File: src/rtl/frame_seq_pkg.sv
// Shared types for the frame acquisition sequencer: state encoding,
// capture modes and the integration/ROI configuration bus.
package frame_seq_pkg;

  localparam int unsigned INT_W  = 16;
  localparam int unsigned ROI_W  = 12;
  localparam int unsigned MODE_W = 2;

  typedef enum logic [2:0] {
    ST_IDLE,
    ST_LOAD,
    ST_START,
    ST_WAIT_BUSY,
    ST_WAIT_DONE,
    ST_GAP
  } seq_state_t;

  localparam logic [MODE_W-1:0] MODE_SINGLE = 2'd0;
  localparam logic [MODE_W-1:0] MODE_BURST  = 2'd1;
  localparam logic [MODE_W-1:0] MODE_CONT   = 2'd2;

  // Integration time plus ROI window, used for both the live and shadow buses
  typedef struct packed {
    logic [INT_W-1:0] integration_time;
    logic [ROI_W-1:0] row_start;
    logic [ROI_W-1:0] row_end;
    logic [ROI_W-1:0] col_start;
    logic [ROI_W-1:0] col_end;
  } roi_cfg_t;

  // A window is usable only when both start coordinates do not exceed their ends
  function automatic logic roi_valid(input roi_cfg_t c);
    return (c.row_start <= c.row_end) && (c.col_start <= c.col_end);
  endfunction

endpackage

File: src/rtl/seq_gap_timer.sv
// Loadable down-counter timing the idle gap between frames. done_o is high
// during the last gap cycle so the controller leaves GAP exactly on time.
module seq_gap_timer #(
  parameter int unsigned GAP_W = 16
) (
  input  logic             clk,
  input  logic             rst_n,
  input  logic             load_i,
  input  logic [GAP_W-1:0] load_val_i,
  input  logic             en_i,
  output logic             done_o
);

  logic [GAP_W-1:0] cnt_q, cnt_d;
  logic             done_q, done_d;

  // Next count: load takes precedence, otherwise decrement while enabled
  always_comb begin
    cnt_d  = cnt_q;
    done_d = done_q;
    if (load_i) begin
      cnt_d  = load_val_i;
      done_d = (load_val_i <= GAP_W'(1));
    end else if (en_i && (cnt_q != '0)) begin
      cnt_d  = cnt_q - GAP_W'(1);
      done_d = (cnt_q <= GAP_W'(2));
    end
  end

  // Counter and done flag registers
  always_ff @(posedge clk or negedge rst_n) begin
    if (!rst_n) begin
      cnt_q  <= '0;
      done_q <= 1'b0;
    end else begin
      cnt_q  <= cnt_d;
      done_q <= done_d;
    end
  end

  assign done_o = done_q;

endmodule

File: src/rtl/frame_sequencer.sv
// Acquisition controller sequencing the panel timing generator: single,
// burst and continuous capture, per-frame shadowing of integration/ROI
// configuration, inter-frame gap, graceful stop and immediate abort.
// Optional frame watchdog enabled by defining FRAME_TIMEOUT_EN.
module frame_sequencer
  import frame_seq_pkg::*;
#(
  parameter int unsigned CNT_W = 16,
  parameter int unsigned GAP_W = 16
`ifdef FRAME_TIMEOUT_EN
  ,
  parameter int unsigned TIMEOUT_W = 24
`endif
) (
  input  logic               clk,
  input  logic               rst_n,
  input  logic [MODE_W-1:0]  cfg_mode,
  input  logic [CNT_W-1:0]   cfg_frame_count,
  input  logic [GAP_W-1:0]   cfg_gap,
  input  logic [INT_W-1:0]   cfg_integration_time,
  input  logic [ROI_W-1:0]   cfg_row_start,
  input  logic [ROI_W-1:0]   cfg_row_end,
  input  logic [ROI_W-1:0]   cfg_col_start,
  input  logic [ROI_W-1:0]   cfg_col_end,
  input  logic               seq_start,
  input  logic               seq_stop,
  input  logic               seq_abort,
  input  logic               tg_frame_busy,
  input  logic               tg_frame_complete,
  output logic               tg_frame_start,
  output logic               tg_frame_reset,
  output logic [INT_W-1:0]   tg_integration_time,
  output logic [ROI_W-1:0]   tg_row_start,
  output logic [ROI_W-1:0]   tg_row_end,
  output logic [ROI_W-1:0]   tg_col_start,
  output logic [ROI_W-1:0]   tg_col_end,
  output logic               seq_busy,
  output logic               seq_done,
  output logic               seq_aborted,
  output logic               cfg_error,
  output logic [CNT_W-1:0]   frames_done
);

  seq_state_t       state_q, state_d;
  logic             stop_q, stop_d;
  logic [CNT_W-1:0] frames_q, frames_d;
  roi_cfg_t         shadow_q, shadow_d;
  roi_cfg_t         cfg_in;

  logic start_q, start_d;
  logic reset_q, reset_d;
  logic done_q, done_d;
  logic aborted_q, aborted_d;
  logic err_q, err_d;
  logic busy_q;

  logic             gap_load, gap_en, gap_done;
  logic [CNT_W-1:0] frames_inc;
  logic             last_frame;
  logic             kill;

  assign cfg_in = '{integration_time: cfg_integration_time,
                    row_start:        cfg_row_start,
                    row_end:          cfg_row_end,
                    col_start:        cfg_col_start,
                    col_end:          cfg_col_end};

  assign frames_inc = frames_q + CNT_W'(1);

  // A completing frame ends the sequence for single/mode 3, the last burst frame, or a pending stop
  assign last_frame = stop_q || seq_stop ||
                      ((cfg_mode == MODE_BURST) ? (frames_inc == cfg_frame_count)
                                                : (cfg_mode != MODE_CONT));

`ifdef FRAME_TIMEOUT_EN
  localparam logic [TIMEOUT_W-1:0] WDOG_LAST = {{(TIMEOUT_W-1){1'b1}}, 1'b0};

  logic [TIMEOUT_W-1:0] wdog_q, wdog_d;
  logic                 in_frame;

  assign in_frame = (state_q == ST_WAIT_BUSY) || (state_q == ST_WAIT_DONE);

  // Watchdog counts frame cycles and restarts as each frame is issued
  always_comb begin
    wdog_d = wdog_q;
    if (state_q == ST_LOAD) begin
      wdog_d = '0;
    end else if (in_frame) begin
      wdog_d = wdog_q + TIMEOUT_W'(1);
    end
  end

  // Watchdog register
  always_ff @(posedge clk or negedge rst_n) begin
    if (!rst_n) begin
      wdog_q <= '0;
    end else begin
      wdog_q <= wdog_d;
    end
  end

  assign kill = seq_abort || (in_frame && (wdog_q == WDOG_LAST));
`else
  assign kill = seq_abort;
`endif

  seq_gap_timer #(
    .GAP_W (GAP_W)
  ) u_gap_timer (
    .clk        (clk),
    .rst_n      (rst_n),
    .load_i     (gap_load),
    .load_val_i (cfg_gap),
    .en_i       (gap_en),
    .done_o     (gap_done)
  );

  // Next-state and registered-output decode; abort beats completion beats stop
  always_comb begin
    state_d   = state_q;
    stop_d    = stop_q;
    frames_d  = frames_q;
    shadow_d  = shadow_q;
    start_d   = 1'b0;
    reset_d   = 1'b0;
    done_d    = 1'b0;
    aborted_d = 1'b0;
    err_d     = 1'b0;
    gap_load  = 1'b0;
    gap_en    = 1'b0;

    if (state_q == ST_IDLE) begin
      if (seq_start) begin
        if (!roi_valid(cfg_in)) begin
          err_d = 1'b1;
        end else if ((cfg_mode == MODE_BURST) && (cfg_frame_count == '0)) begin
          done_d = 1'b1;
        end else begin
          frames_d = '0;
          stop_d   = 1'b0;
          state_d  = ST_LOAD;
        end
      end
    end else if (kill) begin
      reset_d   = 1'b1;
      aborted_d = 1'b1;
      stop_d    = 1'b0;
      state_d   = ST_IDLE;
    end else begin
      if (seq_stop) begin
        stop_d = 1'b1;
      end
      case (state_q)
        ST_LOAD: begin
          shadow_d = cfg_in;
          start_d  = 1'b1;
          state_d  = ST_START;
        end
        ST_START: begin
          state_d = ST_WAIT_BUSY;
        end
        ST_WAIT_BUSY, ST_WAIT_DONE: begin
          if (tg_frame_complete) begin
            frames_d = frames_inc;
            if (last_frame) begin
              done_d  = 1'b1;
              stop_d  = 1'b0;
              state_d = ST_IDLE;
            end else if (cfg_gap == '0) begin
              state_d = ST_LOAD;
            end else begin
              gap_load = 1'b1;
              state_d  = ST_GAP;
            end
          end else if ((state_q == ST_WAIT_BUSY) && tg_frame_busy) begin
            state_d = ST_WAIT_DONE;
          end
        end
        ST_GAP: begin
          if (seq_stop) begin
            done_d  = 1'b1;
            stop_d  = 1'b0;
            state_d = ST_IDLE;
          end else begin
            gap_en = 1'b1;
            if (gap_done) begin
              state_d = ST_LOAD;
            end
          end
        end
        default: begin
          state_d = ST_IDLE;
        end
      endcase
    end
  end

  // State, shadow and output registers
  always_ff @(posedge clk or negedge rst_n) begin
    if (!rst_n) begin
      state_q   <= ST_IDLE;
      stop_q    <= 1'b0;
      frames_q  <= '0;
      shadow_q  <= '0;
      start_q   <= 1'b0;
      reset_q   <= 1'b0;
      done_q    <= 1'b0;
      aborted_q <= 1'b0;
      err_q     <= 1'b0;
      busy_q    <= 1'b0;
    end else begin
      state_q   <= state_d;
      stop_q    <= stop_d;
      frames_q  <= frames_d;
      shadow_q  <= shadow_d;
      start_q   <= start_d;
      reset_q   <= reset_d;
      done_q    <= done_d;
      aborted_q <= aborted_d;
      err_q     <= err_d;
      busy_q    <= (state_d != ST_IDLE);
    end
  end

  assign tg_frame_start      = start_q;
  assign tg_frame_reset      = reset_q;
  assign tg_integration_time = shadow_q.integration_time;
  assign tg_row_start        = shadow_q.row_start;
  assign tg_row_end          = shadow_q.row_end;
  assign tg_col_start        = shadow_q.col_start;
  assign tg_col_end          = shadow_q.col_end;
  assign seq_busy            = busy_q;
  assign seq_done            = done_q;
  assign seq_aborted         = aborted_q;
  assign cfg_error           = err_q;
  assign frames_done         = frames_q;

endmodule

File: config.mk
export PLATFORM = sky130hd
export DESIGN_NAME = frame_sequencer
export DESIGN_NICKNAME = d
export VERILOG_FILES = /design/src/rtl/frame_seq_pkg.sv /design/src/rtl/seq_gap_timer.sv /design/src/rtl/frame_sequencer.sv
export SDC_FILE = /design/constraint.sdc
export NUM_CORES = 1
export LEC_CHECK = 0
export CORE_MARGIN = 5
export CORE_UTILIZATION = 43
export CTS_CLUSTER_SIZE = 14
export DETAILED_ROUTE_END_ITERATION = 16
export GPL_TIMING_DRIVEN = 0
export PLACE_DENSITY = 0.78
export SLEW_MARGIN = 10
export SYNTH_ARGS = -nofsm -noshare
export SYNTH_HDL_FRONTEND = slang
export SYNTH_SLANG_ARGS = --single-unit
File: constraint.sdc
create_clock -name clk -period 2.8 [get_ports clk]
set_input_delay 0.56 -clock clk [delete_from_list [all_inputs] [get_ports clk]]
set_output_delay 0.56 -clock clk [all_outputs]
set_load 0.005 [all_outputs]
Run 1, M1 wires:
Supply wires on this layer in grey.
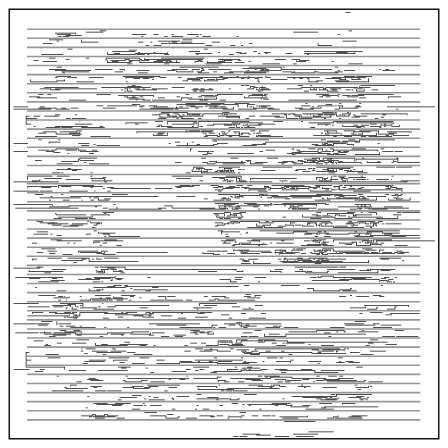
wire length on this layer = 6540 um
nets with wire on the layer = 798
share of all routed wire = 40%
vias: 5101
Detailed Route WL: 16400 um
met1 GRT Util: 23.8%

Run 1, signal wires on met2:
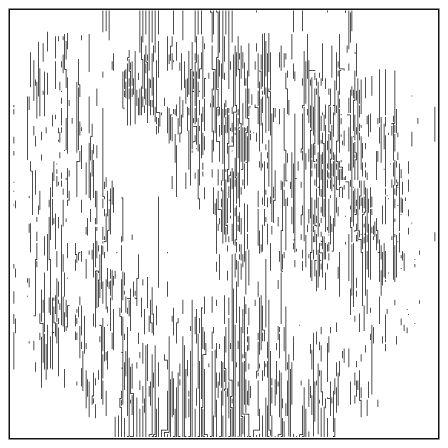
nets with wire on the layer = 816
longest straight run = 44.2 um
main direction = vertical
wire length on this layer = 8280 um
share of all routed wire = 50%
met2 Usage GRT: 34.2%

Run 1, signal wires on met3:
Scale bar: 50 um. Cells faint in the background.
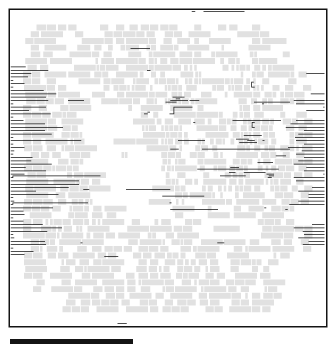
nets with wire on the layer = 127
share of all routed wire = 7.8%
wire length on this layer = 1270 um
met3 GRT Util: 5.92%

Run 1, metal 4:
Supply wires on this layer in grey. Cells faint in the background.
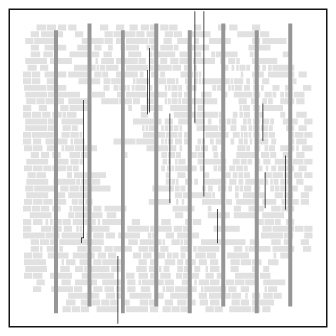
longest straight run = 74.8 um
share of all routed wire = 2.1%
nets with wire on the layer = 9
main direction = vertical

==> Slide: Implementation Results, run 1 <==
Run Summary

Finish
  – Nonclk buf count: about 230
  – ClkCell Share: under 10%
  – Layout cells sized above 1: approximately a fifth
  – Final Non-Filler Cells: 955
  – Logic share of the area: between 30% and 40%
  – Post-route cell area: between 8000 and 9000 um^2
  – Flop count: 106
  – Final core utilization: between 60% and 70%
  – Combinational Gates: between 300 and 400
  – Nets: approximately 900
  – Largest area class, layout: multi-input combinational cells
  – Flop area: 2660 um^2
  – Diode count: 1
  – Top cell excl fill/tap: clkdlybuf4s50_1
  – Inverter count: 31
  – Non-clock buffers, area share: roughly 26%
  – Layout area overhead: 45.9%
  – MI comb area: about 3200 um^2
  – Clkbuf count: 11

Logic synthesis
  – Top cells, area: dfrtp_1 44%, mux2_2 13%, ha_1 5.6%
  – YS chip area: between 6000 and 7000 um^2
  – Ys async rst share: 100%
  – Cells after Synth: roughly 550
  – Area leader share: approximately 44%
  – Post-synth top flop: dfrtp_1
  – EDFF count, synth: 0
  – Warnings from Yosys: 0
  – Post-synth top area cell: dfrtp_1
  – Mapped Area: 6000 um^2
  – Yosys reg bits: 106
  – Synthesized area per cell: 10.9 um^2
  – # Cells Yosys: ~550
  – Seq share, synth: about 44%

Drt
  – DRT iter0 DRCs: 316
  – DRT Pass-1 Iters: 4
  – Post-DRT Antenna Nets: 0
  – Vias/cell: ~5.3
  – Residual DRC count: 0
  – Avg WL per Cell: 17.2 um

Clock network
  – Clk sinks: 106
  – Clock insertion delay at the later pin of the skew report: between 300 and 400 ps
  – CTS H-tree depth: 3
  – Clock Path Buffers: 2
  – Clk slew on worst S/H paths: approximately 70 ps
  – Setup repair bufs after CTS: 6
  – Cts hold-fix bufs: 0
  – Post-cts resize count: 12
  – CTS tree: built
  – Clock Tree Root: clkbuf_16
  – CTS Buf Count: 9

Global routing
  – Number of global-route vias before repair: 5213
  – First-pass GRT wire length: roughly 26000 um
  – Initial antenna violation count: 1
  – Largest net degree at the start of global routing: 64
  – All-Layer GR Usage: about a fifth

Worst setup path
  – CP arrival: 3190 ps
  – Critical path type: in2reg
  – Worst path top cell family by delay: simple AND/OR/NAND/NOR gates
  – Slowest-stage cell, CP: or4_4
  – Required time worst endpoint: a little over 3000 ps
  – Max FO, Critical Path: 9
  – Crit-path max cell delay: 550 ps
  – Worst path most repeated cell: a31oi_1
  – CP startpoint kind: primary input
  – Worst Setup End Kind: register
  – Buffers & Inverters on Critical Path: 2
  – Cell-by-cell listing of the critical path: clkdlybuf4s50_1 -> a31oi_1 -> nand2_1 -> a31oi_1 -> nand4_1 -> or4_4 -> nor4b_4 -> nand2b_4 -> buf_12 -> mux2_4

Final timing
  – Final Critical Period: around 3000 ps
  – Post-layout period usage: 106%
  – # setup viols final: 17
  – RSZ-0062 raised after global routing: true
  – Setup TNS: -2240 ps
  – Max-slew headroom: 60.9%
  – Hold Slack: between 100 and 150 ps
  – Max frequency: around 340 MHz
  – Setup Skew: between 7 and 8 ps
  – Max Slew Vio Count: 0
  – Min setup slack post-route: -157 ps
  – Fin. Hold Viols: 0

Place
  – Pre-CTS setup slack: -1050 ps
  – Placed Cells: ~920
  – RePlAce Congestion: between 0.8 and 0.9
  – DP Area: 8190 um^2

Power
  – Worst vdd ir: just under 0.0005 V
  – Combinational share of power: between 30% and 40%
  – Sequential Power Share: between 30% and 40%
  – Int Pwr: 4340 uW
  – Clock Power: 1250 uW
  – Sequential power: between 2000 and 2500 uW
  – PwrDens: 686 nW/um^2
  – Clock power share: between 20% and 30%
  – Power, Total: about 6000 uW
  – Sw Pwr: roughly 1700 uW
  – Top power group: sequential cells
  – Comb pwr: ~2400 uW
  – Static Leak: between 0.003 and 0.004 uW

Die
  – Io pins: between 150 and 200
  – Die width: approximately 130 um
  – Chip area: around 16000 um^2
  – Die height: about 130 um
  – Fp_density: around 44%
  – Well Taps: roughly 180
  – Core area: around 14000 um^2

Run
  – Tool warnings: 30
  – Reported max-cap violation count: 0

Worst hold path
  – Worst min path class: in2async

Status
  – Outcome: finished with violations
  – Violated checks: setup timing
run 1: per-layer routing:
layer / GRT usage [%] / part of all wire (%) / vias up
li1: - / - / 2428
met1: 23.8 / 40 / 2479
met2: 34.2 / 50 / 170
met3: 5.92 / 7.7 / 24
met4: 6.49 / 2.1 / 0
met5: 0 / 0 / -
run 1: path summary, 6_finish.rpt:
check	start	to	slack [ps]	depth (start not counted)
setup / recovery	cfg_frame_count[2]	u_gap_timer.cnt_q[11]$_DFFE_PN0P_	-160	10
hold / removal	rst_n	frames_done[8]$_DFFE_PN0P_	120	1
setup reg to reg	frames_done[0]$_DFFE_PN0P_	u_gap_timer.cnt_q[11]$_DFFE_PN0P_	-90	11
hold reg to reg	tg_integration_time[6]$_DFFE_PN0P_	tg_integration_time[6]$_DFFE_PN0P_	500	1
max in group asynchronous	rst_n	tg_integration_time[11]$_DFFE_PN0P_	2000	2
min in group clk	tg_integration_time[6]$_DFFE_PN0P_	tg_integration_time[6]$_DFFE_PN0P_	500	1
run 1: synthesized netlist by cell type (7+ instances only):
library cell    n
dfrtp_1       106
mux2_2         71
inv_1          31
a21oi_1        30
nor2_1         29
ha_1           27
xnor2_1        25
nand2_1        24
nor3_1         17
clkbuf_1       16
o21ai_0        14
nand4_1        13
xor2_1         12
nor4_1         10
a21o_1          9
nand2b_1        9
mux2_4          8
nor2b_1         8
a31oi_1         7
nand3_1         7
run 1: kinds of logic after synthesis:
| logic type | Yosys count | synth area share [%] |
|---|---|---|
| mux | 82 | 15.8 |
| simple gates | 156 | 15.2 |
| fa+ha+maj | 27 | 5.63 |
| flops | 106 | 44.2 |
| compound gates | 90 | 9.53 |
| xor+xnor | 37 | 5.40 |
| buf+inv | 55 | 4.19 |
Run 1, the clock network:
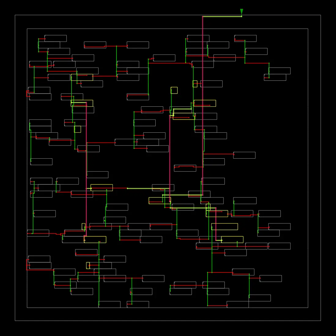

## Run 2: what changed since run 1
Settings changed: CORE_UTILIZATION 43 to 40, PLACE_DENSITY 0.78 to 0.73.
Run 2, the clock network:
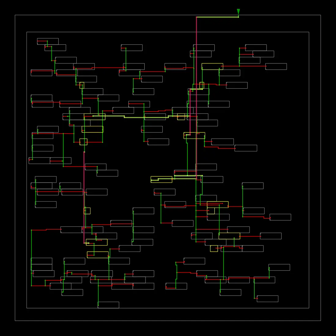
CTS Buf Count: 9
flop count: 106

Run 2, signal wires on met2:
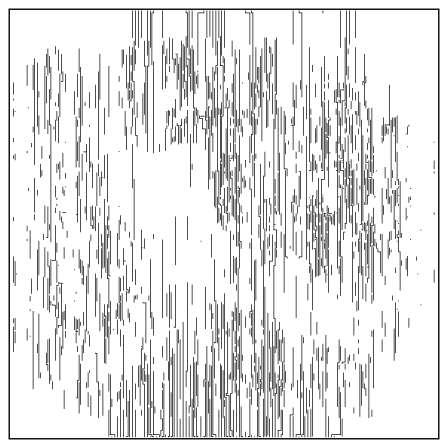
wire length on this layer = 8450 um
share of all routed wire = 51%
longest straight run = 46.2 um
Detailed Route WL: 16700 um
vias: 5043
met2 Usage GRT: 32.6%

==> run 2 against run 1 <==
  * First-iteration DRC count down 9.5%
  * The flow still finishes with violations (setup timing)
  * Highest routed layer unchanged
  * Area after synthesis unchanged
  * Clock skew barely moved
  * Critical path type is now reg2reg
==> Slide: Implementation Results, run 2 <==
Run Summary

Clock network
  – Clock Tree Root: clkbuf_16
  – CTS H-tree depth: 3 (unchanged)
  – Clock Path Buffers: 2 (unchanged)
  – CTS tree: built

Global routing
  – First-pass GRT wire length: 27700 um (+6.2%)
  – Largest net degree at the start of global routing: 74 (+16%)
  – Initial antenna violation count: 0 (-1)
  – Number of global-route vias before repair: 5410 (+3.8%)

Logic synthesis
  – YS chip area: 6000 um^2 (unchanged)
  – Yosys reg bits: 106 (unchanged)
  – EDFF count, synth: 0 (unchanged)
  – Warnings from Yosys: 0 (unchanged)
  – Mapped Area: 6000 um^2 (unchanged)
  – Area leader share: 44.2% (unchanged)
  – Ys async rst share: 100% (unchanged)
  – Synthesized area per cell: 10.9 um^2 (unchanged)
  – # Cells Yosys: 553 (unchanged)
  – Post-synth top cells: 106 x dfrtp_1, 71 x mux2_2, 31 x inv_1
  – Post-synth top flop: dfrtp_1
  – Synth top cell by count: dfrtp_1
  – Seq share, synth: 44.2% (unchanged)
  – Top cells, area: dfrtp_1 44%, mux2_2 13%, ha_1 5.6%

Die
  – Io pins: 191 (unchanged)
  – Fp_density: 41.0% (-2.6 points)
  – Chip area: 17600 um^2 (+6.9%)
  – Die width: 132 um (+3.4%)

Worst setup path
  – Worst path most repeated cell: buf_12
  – Critical path depth: 11 (+1)
  – End of the critical path: u_gap_timer.cnt_q[10]$_DFFE_PN0P_
  – CP startpoint kind: register
  – CP arrival: 3270 ps (+80 ps)
  – Critical path type: reg2reg
  – Cell-by-cell listing of the critical path: ha_4 -> xnor2_2 -> o21ai_1 -> nor4_1 -> nand4_1 -> or4_4 -> nor4b_4 -> nand2b_4 -> buf_12 -> buf_12 -> mux2_4
  – Buffers & Inverters on Critical Path: 2 (unchanged)
  – Max FO, Critical Path: 5 (-4)
  – Crit-path max cell delay: 550 ps (about the same)
  – Required time worst endpoint: 3040 ps (about the same)
  – Worst r2r src: frames_done[0]$_DFFE_PN0P_
  – Worst path top cell family by delay: simple AND/OR/NAND/NOR gates
  – Worst r2r dst: u_gap_timer.cnt_q[10]$_DFFE_PN0P_

Place
  – DP Area: 8190 um^2 (about the same)
  – RePlAce Congestion: 0.872 (-0.99%)
  – Pre-CTS setup slack: -945 ps (+106 ps)

Drt
  – Residual DRC count: 0 (unchanged)
  – Avg WL per Cell: 17.4 um (+1.2%)
  – Vias/cell: 5.26 (-1.5%)
  – DRT Pass-1 Iters: 4 (unchanged)

Finish
  – Diode count: 0 (-1)
  – Post-route cell area: 8730 um^2 (-0.26%)
  – Top cell excl fill/tap: clkdlybuf4s50_1
  – Final core utilization: 59.6% (-3.9 points)
  – Layout cells sized above 1: 21.8% (+0.62 points)
  – Layout area overhead: 45.5%
  – Nets: 902 (+0.11%)
  – Final Non-Filler Cells: 959 (+0.42%)

Final timing
  – # setup viols final: 15 (-2)
  – Max-slew headroom: 61.1% (+0.17 points)
  – Setup Skew: 8.18 ps (+0.417 ps)
  – Post-layout period usage: 108% (+2.7 points)
  – Setup TNS: -2900 ps (-659 ps)
  – Hold Slack: 84.5 ps (-34.1 ps)
  – Max Slew Vio Count: 0 (unchanged)
  – Fin. Hold Viols: 0 (unchanged)
  – RSZ-0062 raised after global routing: true
  – Min setup slack post-route: -234 ps (-76.4 ps)
  – Final Critical Period: 3030 ps (+76.4 ps)

Power
  – Static Leak: 0.00381 uW (-1.4%)
  – PwrDens: 684 nW/um^2 (-0.31%)
  – Power, Total: 5980 uW (-0.56%)
  – Worst vdd ir: 0.000464 V (-5.1%)

Run
  – Tool warnings: 30 (unchanged)
  – Reported max-cap violation count: 0 (unchanged)

Status
  – Violated checks: setup timing
  – Outcome: finished with violations

Worst hold path
  – Worst min path class: in2async
Run 2, metal 4:
Supply wires on this layer in grey. Cells faint in the background.
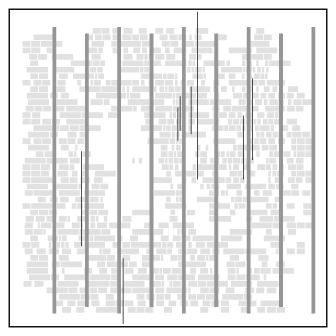

-- run 2: kinds of logic after synthesis --
group                      synth area share, %
AOI/OAI and AO/OA                         9.53
adders and majority gates                 5.63
DFF                                       44.2
xor gates and xnor gates                  5.40
buffers and inverters                     4.19
and+or+nand+nor                           15.2
muxes                                     15.8
-- run 2: what timing repair did --
action                                  CTS  global route
hold buffers                              0             0
buffers inserted                         10             6
pin swaps                                 3             6
endpoints found under the setup margin   46            84
resized                                  24            28
cloned                                    1             0
-- run 2: area by class of cell --
type | count | area (um^2) | area share, %
clock inverters | 7 | 52.6 | 0.602
multi-input cells | 392 | 3230 | 37.0
repair buffers | 207 | 2080 | 23.8
well taps | 184 | 230 | 2.64
flip-flops and latches | 106 | 2660 | 30.4
inverters | 31 | 116 | 1.33
clock buffers | 9 | 225 | 2.58
plain buffers | 23 | 148 | 1.69
-- run 2: how the worst min path moves through the flow --
stage,startpoint,endpoint,slack (ps),cells past startpoint
floorplan,rst_n,cfg_error$_DFF_PN0_,260,0
global placement,tg_integration_time[0]$_DFFE_PN0P_,tg_integration_time[0]$_DFFE_PN0P_,490,1
detailed placement,rst_n,frames_done[9]$_DFFE_PN0P_,470,1
CTS,rst_n,frames_done[9]$_DFFE_PN0P_,90,1
global route,rst_n,frames_done[9]$_DFFE_PN0P_,100,1
finish,rst_n,frames_done[9]$_DFFE_PN0P_,80,1
-- run 2: where the power goes --
group          internal (uW)  switching (uW)  total, uW
logic                   1590             809       2390
clock network            610             590       1200
registers               2070             313       2380
total                   4260            1710       5980
-- run 2: metal layers --
metal | track usage [%] | wire length (um) | vias up
met3 | 5.62 | 1250 | 18
met5 | 0 | 0 | -
met2 | 32.6 | 8450 | 157
met1 | 23.8 | 6770 | 2443
met4 | 5.66 | 244 | 0
li1 | - | - | 2425
No activity file was given, so power comes from the tool's default toggle rates.
